<file path="src/rtl/fifo_wr_arb.sv">
// fifo_wr_arb: round-robin arbiter that shares one synchronous FIFO write
// port among NREQ producers. One requester owns the port at a time and may
// stream up to BURST words before the grant is released. The block stores no
// data. A word moves from the owning requester to the FIFO in the same cycle
// it is acknowledged.
//
// Ports
//   clk         rising-edge clock
//   rst         asynchronous, active-low reset
//   req         per-requester write request (held with stable data until acked)
//   din         flattened requester data, requester i at [i*WIDTH +: WIDTH]
//   ack         one-hot write acknowledge to the owning requester
//   fifo_full   FIFO full flag
//   fifo_wen    FIFO write enable
//   fifo_wdata  FIFO write data (zero when fifo_wen is low)
//   gnt_vld     a requester currently owns the port
//   gnt_id      index of the current owner (zero when gnt_vld is low)
//
// State    | meaning
// ---------+-------------------------------------------------------------
// S_IDLE   | no owner; pick the next requester after r_last, never writes
// S_GRANT  | r_owner owns the port; writes while requesting and not full

module fifo_wr_arb #(
    parameter int NREQ  = 4,
    parameter int WIDTH = 8,
    parameter int BURST = 4,
    parameter int IDW   = $clog2(NREQ)
) (
    input  logic                  clk,
    input  logic                  rst,
    input  logic [NREQ-1:0]       req,
    input  logic [NREQ*WIDTH-1:0] din,
    output logic [NREQ-1:0]       ack,
    input  logic                  fifo_full,
    output logic                  fifo_wen,
    output logic [WIDTH-1:0]      fifo_wdata,
    output logic                  gnt_vld,
    output logic [IDW-1:0]        gnt_id
);

    localparam int CW = $clog2(BURST + 1);

    typedef enum logic {
        S_IDLE  = 1'b0,
        S_GRANT = 1'b1
    } state_t;

    state_t          r_state;
    logic [IDW-1:0]  r_owner;
    logic [IDW-1:0]  r_last;
    logic [CW-1:0]   r_cnt;

    logic            w_any_req;
    logic [IDW-1:0]  w_pick;
    logic            w_own_req;
    logic            w_wr;
    logic            w_last_beat;

    // Round-robin search from r_last+1 upward with wrap. The loop runs from
    // the farthest candidate to the nearest so the nearest set bit wins.
    always_comb begin
        w_pick = '0;
        for (int k = NREQ; k >= 1; k--) begin
            if (req[(int'(r_last) + k) % NREQ]) begin
                w_pick = IDW'((int'(r_last) + k) % NREQ);
            end
        end
    end

    assign w_any_req   = |req;
    assign w_own_req   = req[r_owner];
    assign w_wr        = (r_state == S_GRANT) && w_own_req && !fifo_full;
    assign w_last_beat = (r_cnt == CW'(BURST - 1));

    assign fifo_wen   = w_wr;
    assign fifo_wdata = w_wr ? din[int'(r_owner)*WIDTH +: WIDTH] : '0;
    assign ack        = w_wr ? (NREQ'(1) << r_owner) : '0;
    assign gnt_vld    = (r_state == S_GRANT);
    assign gnt_id     = (r_state == S_GRANT) ? r_owner : '0;

    always_ff @(posedge clk or negedge rst) begin
        if (!rst) begin
            r_state <= S_IDLE;
            r_owner <= '0;
            // Requester 0 gets first priority out of reset.
            r_last  <= IDW'(NREQ - 1);
            r_cnt   <= '0;
        end else begin
            case (r_state)
                S_IDLE: begin
                    if (w_any_req) begin
                        r_owner <= w_pick;
                        r_cnt   <= '0;
                        r_state <= S_GRANT;
                    end
                end
                S_GRANT: begin
                    if (!w_own_req) begin
                        // Owner withdrew: release without writing.
                        r_last  <= r_owner;
                        r_state <= S_IDLE;
                    end else if (!fifo_full) begin
                        r_cnt <= r_cnt + CW'(1);
                        if (w_last_beat) begin
                            r_last  <= r_owner;
                            r_state <= S_IDLE;
                        end
                    end
                    // Full with request held: stall, grant and count hold.
                end
                default: r_state <= S_IDLE;
            endcase
        end
    end

endmodule

</file>
<file path="config.mk">
export PLATFORM = sky130hd
export DESIGN_NAME = fifo_wr_arb
export DESIGN_NICKNAME = d
export VERILOG_FILES = /design/src/rtl/fifo_wr_arb.sv
export SDC_FILE = /design/constraint.sdc
export NUM_CORES = 1
export LEC_CHECK = 0
export CELL_PAD_IN_SITES_DETAIL_PLACEMENT = 1
export CELL_PAD_IN_SITES_GLOBAL_PLACEMENT = 1
export CORE_ASPECT_RATIO = 1.1
export CORE_MARGIN = 1
export CORE_UTILIZATION = 23
export DETAILED_ROUTE_END_ITERATION = 6
export GPL_ROUTABILITY_DRIVEN = 0
export MAX_ROUTING_LAYER = met4
export PLACE_DENSITY_LB_ADDON = 0.1
export SYNTH_ARGS = -nofsm -noshare
export SYNTH_HDL_FRONTEND = slang
export SYNTH_SLANG_ARGS = --single-unit
</file>
<file path="constraint.sdc">
create_clock -name clk -period 1.7 [get_ports clk]
set_clock_uncertainty 0.05 [all_clocks]
set_input_delay 0.34 -clock clk [delete_from_list [all_inputs] [get_ports clk]]
set_output_delay 0.34 -clock clk [all_outputs]
set_load 0.05 [all_outputs]
</file>
==> run summary, run 1 <==
Worst slew margin relative to its limit: 75.67%
Sum of buffers and inverters on the critical path: 2
Status: finished with violations
# Cells Yosys: 82
Avg Inst Size Synth: 10.18 µm²
Register bank with the most flops: r_cnt
CP Depth: 5
Violations in the final reports: negative setup slack
First-pass GRT wire length: 4823 µm
Met1 Use GR: 19.09%
Area delta synth->final: 119.3%
Maximum clock frequency: 474.8 MHz
Register share of total power: 14.1%
Pre-Repair DR Iteration Count: 4
Crit path DAT: 1.72 ns
Non-filler instance count after layout: 205
Count of distinct cell types in the synthesized netlist: 32
Total clock buffers created by CTS: 3
Tap cell instance count: 48
Cell-internal power: 0.001545 W
Transition time of the tightest slew-check pin: 0.3638 ns
Post-synth seq share: 24.29%
GR met2 Demand/Resource: 31.46%
Overall routing resource usage: 17.36%
Final setup fails: 13
RSZ-0062 raised after global routing: true
Post-synthesis share of cell area spent on full adders, half adders and majority gates: 2.999%
H-tree levels: 1
Cell type taking the most area: buffers
Clock edge transition at the registers on the reported setup and hold paths: 0.07 ns
Post-route worst setup slack: -0.4063 ns
Flop count: 8
Ordered cell list for the critical path: or3b_4 > a2bb2oi_4 > buf_12 > nor2b_4 > buf_8
Critical path endpoint category: output pin
Category of the worst setup path launch point: register
Reported combinational group power: 0.00217 W
Die Area: 3874 µm²
Total Negative Setup Slacks: -4.356 ns
Count of unresolved DRC violations after routing: 0
Max_cap viols: 0
Area of the mapped netlist: 834.6 µm²
Largest non-sequential cell family by area: multiplexers
Area of placed instances: 1674 µm²
Fraction of the mapped netlist area in simple logic gates: 22.19%
Main power group: combinational cells
Routed Wire Length: 3197 µm
Ys Warns: 0
==> run 1: cells in the mapped netlist <==
| library cell | number | area, µm² |
|---|---|---|
| a21o_1 | 3 | 22.52 |
| o21ai_1 | 5 | 25.02 |
| a32o_1 | 1 | 10.01 |
| nor3_1 | 1 | 5.000 |
| nand2b_1 | 2 | 12.51 |
| or3b_1 | 1 | 8.760 |
| a21boi_2 | 1 | 11.26 |
| ha_1 | 2 | 25.02 |
| mux2i_1 | 2 | 20.02 |
| buf_6 | 2 | 22.52 |
| o21ai_0 | 3 | 15.01 |
| nor2_1 | 3 | 11.26 |
| inv_2 | 1 | 3.750 |
| or3b_4 | 1 | 11.26 |
| a21oi_1 | 2 | 10.01 |
| buf_4 | 1 | 7.510 |
| a21boi_0 | 1 | 7.510 |
| dfrtp_1 | 6 | 150.1 |
| dfstp_2 | 2 | 52.55 |
| and3b_1 | 2 | 17.52 |
| nor2b_1 | 9 | 56.30 |
| clkbuf_1 | 2 | 7.510 |
| nand3_1 | 5 | 25.02 |
| nand2_1 | 5 | 18.77 |
| a2bb2oi_4 | 1 | 26.28 |
| a221oi_1 | 1 | 8.760 |
| mux4_2 | 8 | 180.2 |
| inv_1 | 3 | 11.26 |
| and3_1 | 1 | 6.260 |
| and2_1 | 2 | 12.51 |
| o22a_1 | 2 | 17.52 |
| mux2_4 | 1 | 15.01 |
==> run 1: repair_timing <==
| item | CTS | global route |
|---|---|---|
| pin swaps | 2 | 6 |
| buffers inserted | 3 | 1 |
| resized | 19 | 8 |
| setup endpoints to repair | 18 | 19 |
| hold buffers | 0 | 0 |
| endpoints found under the hold margin | 0 | 0 |
### PDN straps and rails, run 1

The bar under the picture is 20 µm long. Pins as bars on the die edge. Tap cells in grey.
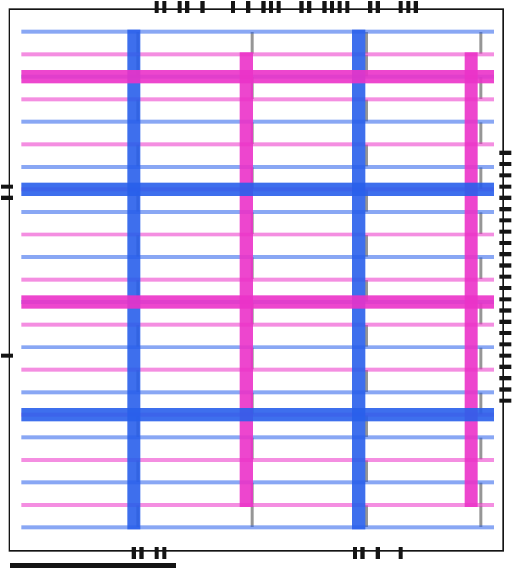
legend:
  blue:
    net: VSS
  magenta:
    net: VDD
met1 rails: 23
tap cells: 48
Core Region: 3413 µm²
worst ir drop on vdd: 0.8424 mV
width of the die: 59.44 µm

### Cell classes on the final placement, run 1

Fill, decap, tap and diode cells in grey.
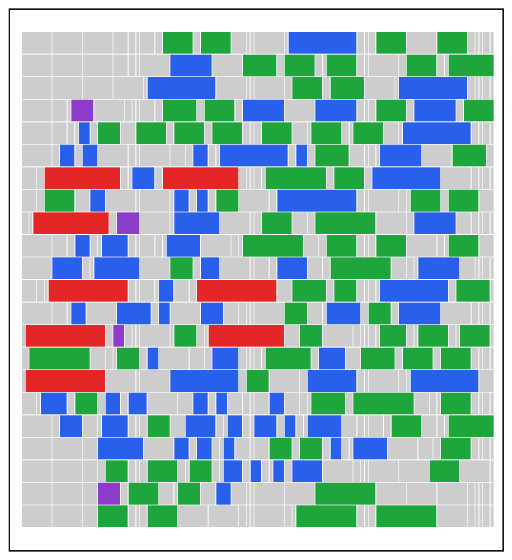
legend:
  purple:
    class: clock drivers and dummy loads
    cells: 4
    share_of_their_area: 1.5%
  red:
    class: registers
    cells: 8
    share_of_their_area: 12%
  green:
    class: remaining buffers and delay cells
    cells: 76
    share_of_their_area: 47%
  blue:
    class: remaining logic cells
    cells: 69
    share_of_their_area: 40%
register fraction of the total cell area: 11.21%
final instance area: 1831 µm²

### Wires at chosen ports, followed through buffers, run 1

The bar under the picture is 20 µm long.
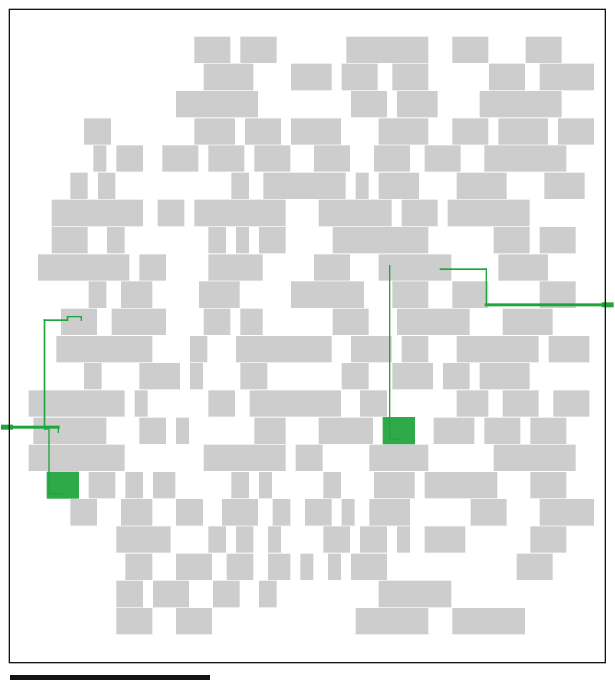
legend:
  green:
    port: gnt_id
    bits: 2
    direction: output
    end_cells: 2
    buffers: 2
    wire: 66.3 µm
PortBufs: 54
I/O pin count: 55

### Routed metal per tile, run 1

The die is cut into 12 by 13 equal tiles; dark blue is low, red is high, scaled to the fullest tile. Values are wire area over tile area, all layers added.
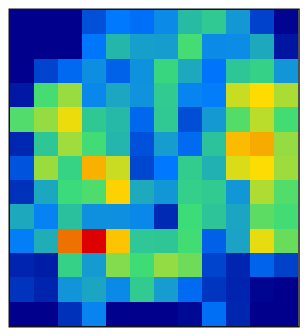

## Run 2: what changed since run 1
--- a/config.mk
+++ b/config.mk
@@ -7,13 +7,15 @@
 export LEC_CHECK = 0
 export CELL_PAD_IN_SITES_DETAIL_PLACEMENT = 1
 export CELL_PAD_IN_SITES_GLOBAL_PLACEMENT = 1
-export CORE_ASPECT_RATIO = 1.1
+export CORE_ASPECT_RATIO = 0.75
 export CORE_MARGIN = 1
 export CORE_UTILIZATION = 23
+export CTS_CLUSTER_DIAMETER = 30
 export DETAILED_ROUTE_END_ITERATION = 6
 export GPL_ROUTABILITY_DRIVEN = 0
 export MAX_ROUTING_LAYER = met4
 export PLACE_DENSITY_LB_ADDON = 0.1
+export RECOVER_POWER = 50
 export SYNTH_ARGS = -nofsm -noshare
 export SYNTH_HDL_FRONTEND = slang
 export SYNTH_SLANG_ARGS = --single-unit
### Routed metal per tile, run 2

The die is cut into 14 by 11 equal tiles; dark blue is low, red is high, scaled to the fullest tile. Values are wire area over tile area, all layers added.
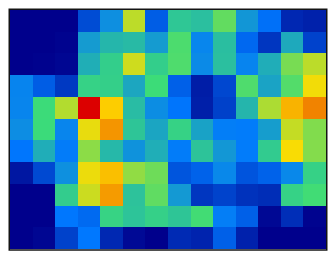
fullest tile: 0.37
tiles over half the peak: 21%
emptiest ninth of the die: north-west
mean over tiles: 0.12
nearly empty tiles: 14%
overall routing resource usage: 17.17%
via count of the routed design: 948
Routed Wire Length: 3022 µm
detailed-route wire length per cell: 15.42 µm

### Placement view, run 2

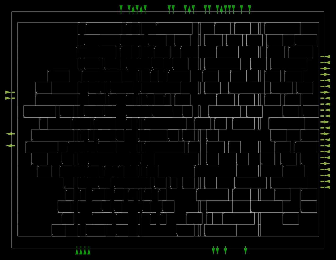
fillcell total: 387
register fraction of the total cell area: 11.37%
Core Region: 3378 µm²
Placement Rows: 18
flop count: 8

==> run 2 against run 1 <==
The run still ends with negative setup slack left. Synthesized area stayed put. Worst setup slack improved by 0.077 ns. Clock power grew 37%. Highest routed layer is now met3.
==> run summary, run 2 <==
Status: finished with violations
Violations in the final reports: negative setup slack
Area of placed instances: 1657 µm² (-1.0%)
Register bank with the most flops: r_cnt
Count leader, synth: nor2b_1
Sum of buffers and inverters on the critical path: 2 (unchanged)
Top cells by area in the synthesized netlist: mux4_2 (22%), dfrtp_1 (18%), nor2b_1 (6.7%), dfstp_2 (6.3%), a2bb2oi_4 (3.1%)
Post-synth seq share: 24.29% (unchanged)
Resize count post-CTS: 23 (+4)
Post-route worst setup slack: -0.3290 ns (+0.07734 ns)
Area share of the largest cell type after synthesis: 21.59% (unchanged)
# Cells Yosys: 82 (unchanged)
Buffer count from post-CTS setup fixing: 4 (+1)
Hold-fix buffer count after cts: 0 (unchanged)
Non-filler instance count after layout: 196 (-4.4%)
Critical path endpoint category: output pin
Final setup fails: 13 (unchanged)
Transition time of the tightest slew-check pin: 0.3747 ns (+0.01084 ns)
Maximum clock frequency: 492.9 MHz (+3.8%)
Total clock buffers created by CTS: 3 (unchanged)
List of most frequent post-synthesis cells: nor2b_1 (9), mux4_2 (8), dfrtp_1 (6)
First-pass GRT wire length: 4940 µm (+2.4%)
Die Area: 3876 µm² (about the same)
H-tree levels: 1 (unchanged)
Final instance area: 1805 µm² (-1.4%)
Post-synth EDFFs: 0 (unchanged)
### PDN straps and rails, run 2

The bar under the picture is 20 µm long. Pins as bars on the die edge. Tap cells in grey.
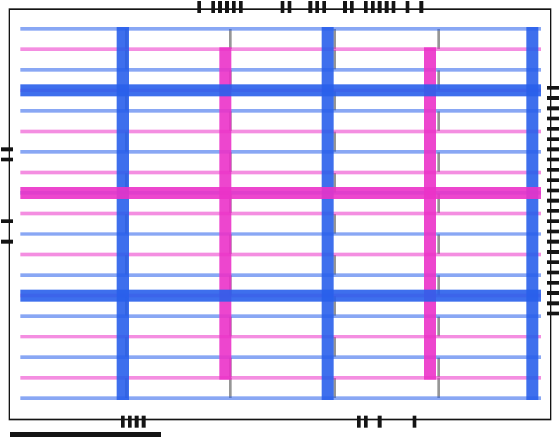
legend:
  magenta:
    net: VDD
  blue:
    net: VSS
signal pins: 55
tap cells: 40
met5 straps: 3
rows: 18
met4 straps: 5
worst ir drop on vdd: 0.8943 mV
die height: 54.17 µm

-- run 2: cell families after synthesis --
group	after synthesis	synth area share, %
flip-flops	8	24.29
multiplexers	11	25.79
buffers and inverters	9	6.297
AND-OR/OR-AND	20	18.44
adder cells (fa/ha/maj)	2	2.998
AND/OR/NAND/NOR	32	22.19
-- run 2: metrics by stage --
stage               setup TNS [ns]  hold WS, ns  util (%)
floorplan                   -2.753    -0.005591         -
global placement            -6.887       0.4184     49.04
detailed placement          -7.410       0.4488     49.04
CTS                         -4.102       0.3581     53.26
global route                -4.206       0.4503     53.44
finish                      -3.548       0.4167     53.44
-- run 2: final timing paths --
path | from | end | cells after the start
max | r_owner[0] | fifo_wdata[1] | 5
min reg2reg | r_cnt[2] | r_cnt[2] | 2
max in group asynchronous | rst | r_last[1] | 1
max reg2reg | r_cnt[0] | r_last[1] | 5
min in group clk | r_cnt[2] | r_cnt[2] | 2
min | rst | r_cnt[2] | 1
-- run 2: final cells by class --
type | count | share of cell area [%]
multi-input combinational | 65 | 37.98
sequential | 8 | 11.37
tap | 40 | 2.772
clock buffer | 4 | 2.495
inverter | 4 | 0.8316
timing repair buffer | 75 | 44.56
-- run 2: per-layer routing --
metal | wire (µm) | vias up
met5 | 0 | -
met4 | 0 | 0
met3 | 182 | 0
met2 | 1534 | 31
met1 | 1306 | 463
li1 | - | 454
-- run 2: power by group through the flow --
stage / clock [W] / combinational (W) / sequential [W]
6_report: 0.000235 / 0.00208 / 0.000377
5_1_grt: 0.000257 / 0.00222 / 0.000390
4_1_cts: 0.000244 / 0.00210 / 0.000384
3_5_place_dp: 0 / 0.00196 / 0.000376
3_3_place_gp: 0 / 0.00192 / 0.000373
2_1_floorplan: 0 / 0.00124 / 0.000398
### Wires at chosen ports, followed through buffers, run 2

The bar under the picture is 20 µm long.
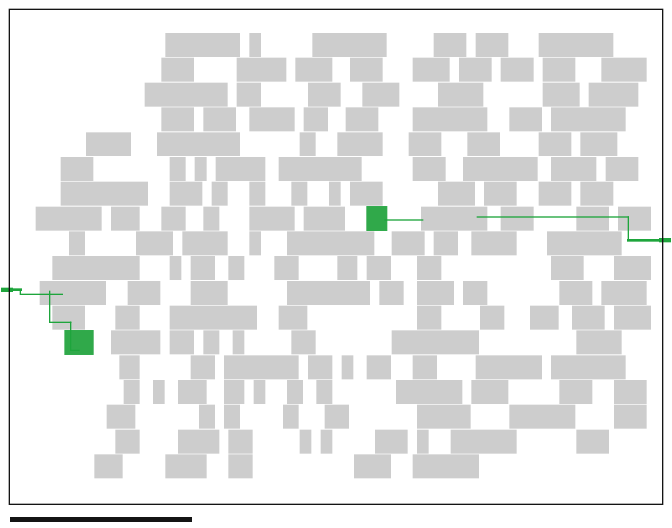

## Run 3: what changed since run 2
--- a/config.mk
+++ b/config.mk
@@ -8,11 +8,12 @@
 export CELL_PAD_IN_SITES_DETAIL_PLACEMENT = 1
 export CELL_PAD_IN_SITES_GLOBAL_PLACEMENT = 1
 export CORE_ASPECT_RATIO = 0.75
-export CORE_MARGIN = 1
+export CORE_MARGIN = 3
 export CORE_UTILIZATION = 23
 export CTS_CLUSTER_DIAMETER = 30
 export DETAILED_ROUTE_END_ITERATION = 6
 export GPL_ROUTABILITY_DRIVEN = 0
+export GPL_TIMING_DRIVEN = 0
 export MAX_ROUTING_LAYER = met4
 export PLACE_DENSITY_LB_ADDON = 0.1
 export RECOVER_POWER = 50
==> constraint.sdc (replaced) <==
create_clock -name clk -period 1.7 [get_ports clk]
set_clock_uncertainty 0.05 [all_clocks]
set_input_delay 0.34 -clock clk [delete_from_list [all_inputs] [get_ports clk]]
set_output_delay 0.34 -clock clk [all_outputs]
set_load 0.005 [all_outputs]
### Wires at chosen ports, followed through buffers, run 3

The bar under the picture is 20 µm long.
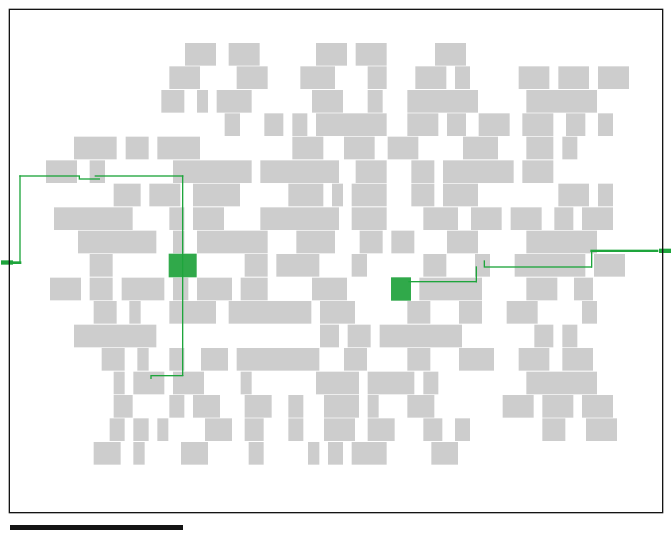
legend:
  green:
    port: gnt_id
    bits: 2
    direction: output
    end_cells: 2
    buffers: 2
    wire: 89.6 µm

### PDN straps and rails, run 3

The bar under the picture is 20 µm long. Pins as bars on the die edge. Tap cells in grey.
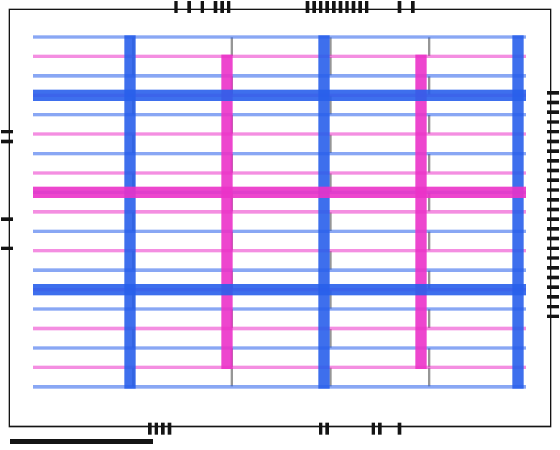
legend:
  magenta:
    net: VDD
  blue:
    net: VSS
tap cells: 40
met5 straps: 3
met1 rails: 19

==> run 3 against run 2 <==
The flow still finishes with violations (negative setup slack). Count of clock-buffer cells in the layout fell by 1. Clock power fell by 2%. Utilization decreased by 4.3 points. Power decreased by 16%. Global-route usage shrank 1.5 points. First-iteration DRC count down 65%. Die size up 13%. Sequential power down 2%. Cell count increased by 2.0%. Critical path depth rose by 1. Fmax is 2.5% lower. Synthesized cell count unchanged. Critical endpoint is now fifo_wdata[5]. Highest routed layer is now met4.
==> run summary, run 3 <==
Ys flops: 8
Maximum clock frequency: 480.8 MHz (-2.5%)
Worst ir drop on vdd: 0.8430 mV (-5.7%)
Die Area: 4395 µm² (+13%)
List of most frequent post-synthesis cells: nor2b_1 (9), mux4_2 (8), dfrtp_1 (6)
# Cells Yosys: 82 (unchanged)
Count of unresolved DRC violations after routing: 0
H-tree levels: 1 (unchanged)
Number of cell instances on the worst register-to-register path: 9 (+4)
Transition time of the tightest slew-check pin: 0.3726 ns (-0.002034 ns)
Placement Rows: 18 (unchanged)
Routed Wire Length: 3218 µm (+6.5%)
Final setup fails: 13 (unchanged)
Final instance area: 1660 µm² (-8.0%)
Via count of the routed design: 962 (+1.5%)
Detailed-route wire length per cell: 16.09 µm (+4.4%)
Status: finished with violations
Critical Path Sink: fifo_wdata[5]
Non-filler instance count after layout: 200 (+2.0%)
Worst hold slack: 0.4121 ns (-0.004625 ns)
Hold-fix buffer count after cts: 0 (unchanged)
Core Region: 3378 µm² (unchanged)
Post-synth seq share: 24.29% (unchanged)
Overall routing resource usage: 15.65% (-1.5 points)
Top cells by area in the synthesized netlist: mux4_2 (22%), dfrtp_1 (18%), nor2b_1 (6.7%), dfstp_2 (6.3%), a2bb2oi_4 (3.1%)
Post-route worst setup slack: -0.3800 ns (-0.05100 ns)
Register bank with the most flops: r_cnt
Count leader, synth: nor2b_1
Start point of the critical path: r_owner[0]
Area share of the largest cell type after synthesis: 21.59% (unchanged)
Violations in the final reports: negative setup slack
Total clock buffers created by CTS: 3 (unchanged)
### Cell classes on the final placement, run 3

Fill, decap, tap and diode cells in grey.
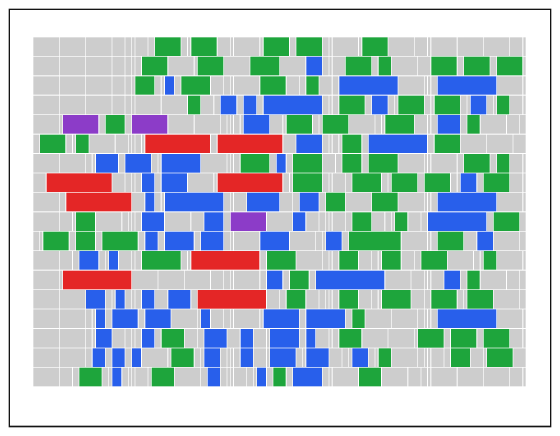
legend:
  blue:
    class: remaining logic cells
    cells: 69
    share_of_their_area: 40%
  red:
    class: registers
    cells: 8
    share_of_their_area: 13%
  purple:
    class: clock-net drivers
    cells: 3
    share_of_their_area: 2.6%
  green:
    class: remaining buffers and delay cells
    cells: 80
    share_of_their_area: 45%

[run 3: netlist changes by cell type in the layout (fill, tap and decap cells not counted), sizes merged]
cell | before | now
dlygate4sd2 | 3 | 6
clkbuf | 4 | 7
clkdlybuf4s50 | 32 | 33
dlymetal6s2s | 2 | 0
buf | 37 | 36
[run 3: layout make-up]
type | count | area (µm²)
multi-input combinational | 65 | 625.6
fill | 392 | 1718
sequential | 8 | 203.9
timing repair buffer | 75 | 660.6
buffer | 5 | 63.81
inverter | 4 | 15.01
tap | 40 | 50.05
clock buffer | 3 | 41.29
[run 3: per-layer routing]
layer	up-vias	global-route usage [%]	part of all wire (%)	routed length [µm]
li1	464	-	-	-
met1	459	20.04	42	1355
met2	37	25.58	48	1536
met3	2	3.813	9.9	317
met4	0	2.244	0.25	8
met5	-	-	0	0
[run 3: report_power, final]
part           switching [W]  internal, W  total [W]
registers          0.0000775     0.000292   0.000370
clock network      0.0000778     0.000154   0.000231
logic               0.000634      0.00102    0.00165
[run 3: critical path: cells and delay by family (launching register included)]
family	cells	cell delay [ns]
DFF	1	0.42
buffers and inverters	3	0.36
AOI/OAI and AO/OA	1	0.19
and+or+nand+nor	2	0.50
[run 3: kinds of logic (layout without fill, tap and decap cells)]
family,after synthesis,after routing,share of synthesized area (%)
AOI/OAI and AO/OA,20,20,18.44
buffers and inverters,9,87,6.297
DFF,8,8,24.29
muxes,11,11,25.79
adders and majority gates,2,2,2.998
and+or+nand+nor,32,32,22.19
[run 3: timing repair]
item | CTS | global route
pin swaps | 3 | 2
endpoints found under the setup margin | 17 | 20
gates resized | 75 | 17
buffers inserted | 16 | 7
Power figures rest on the tool's default switching activity, not on a simulated workload.
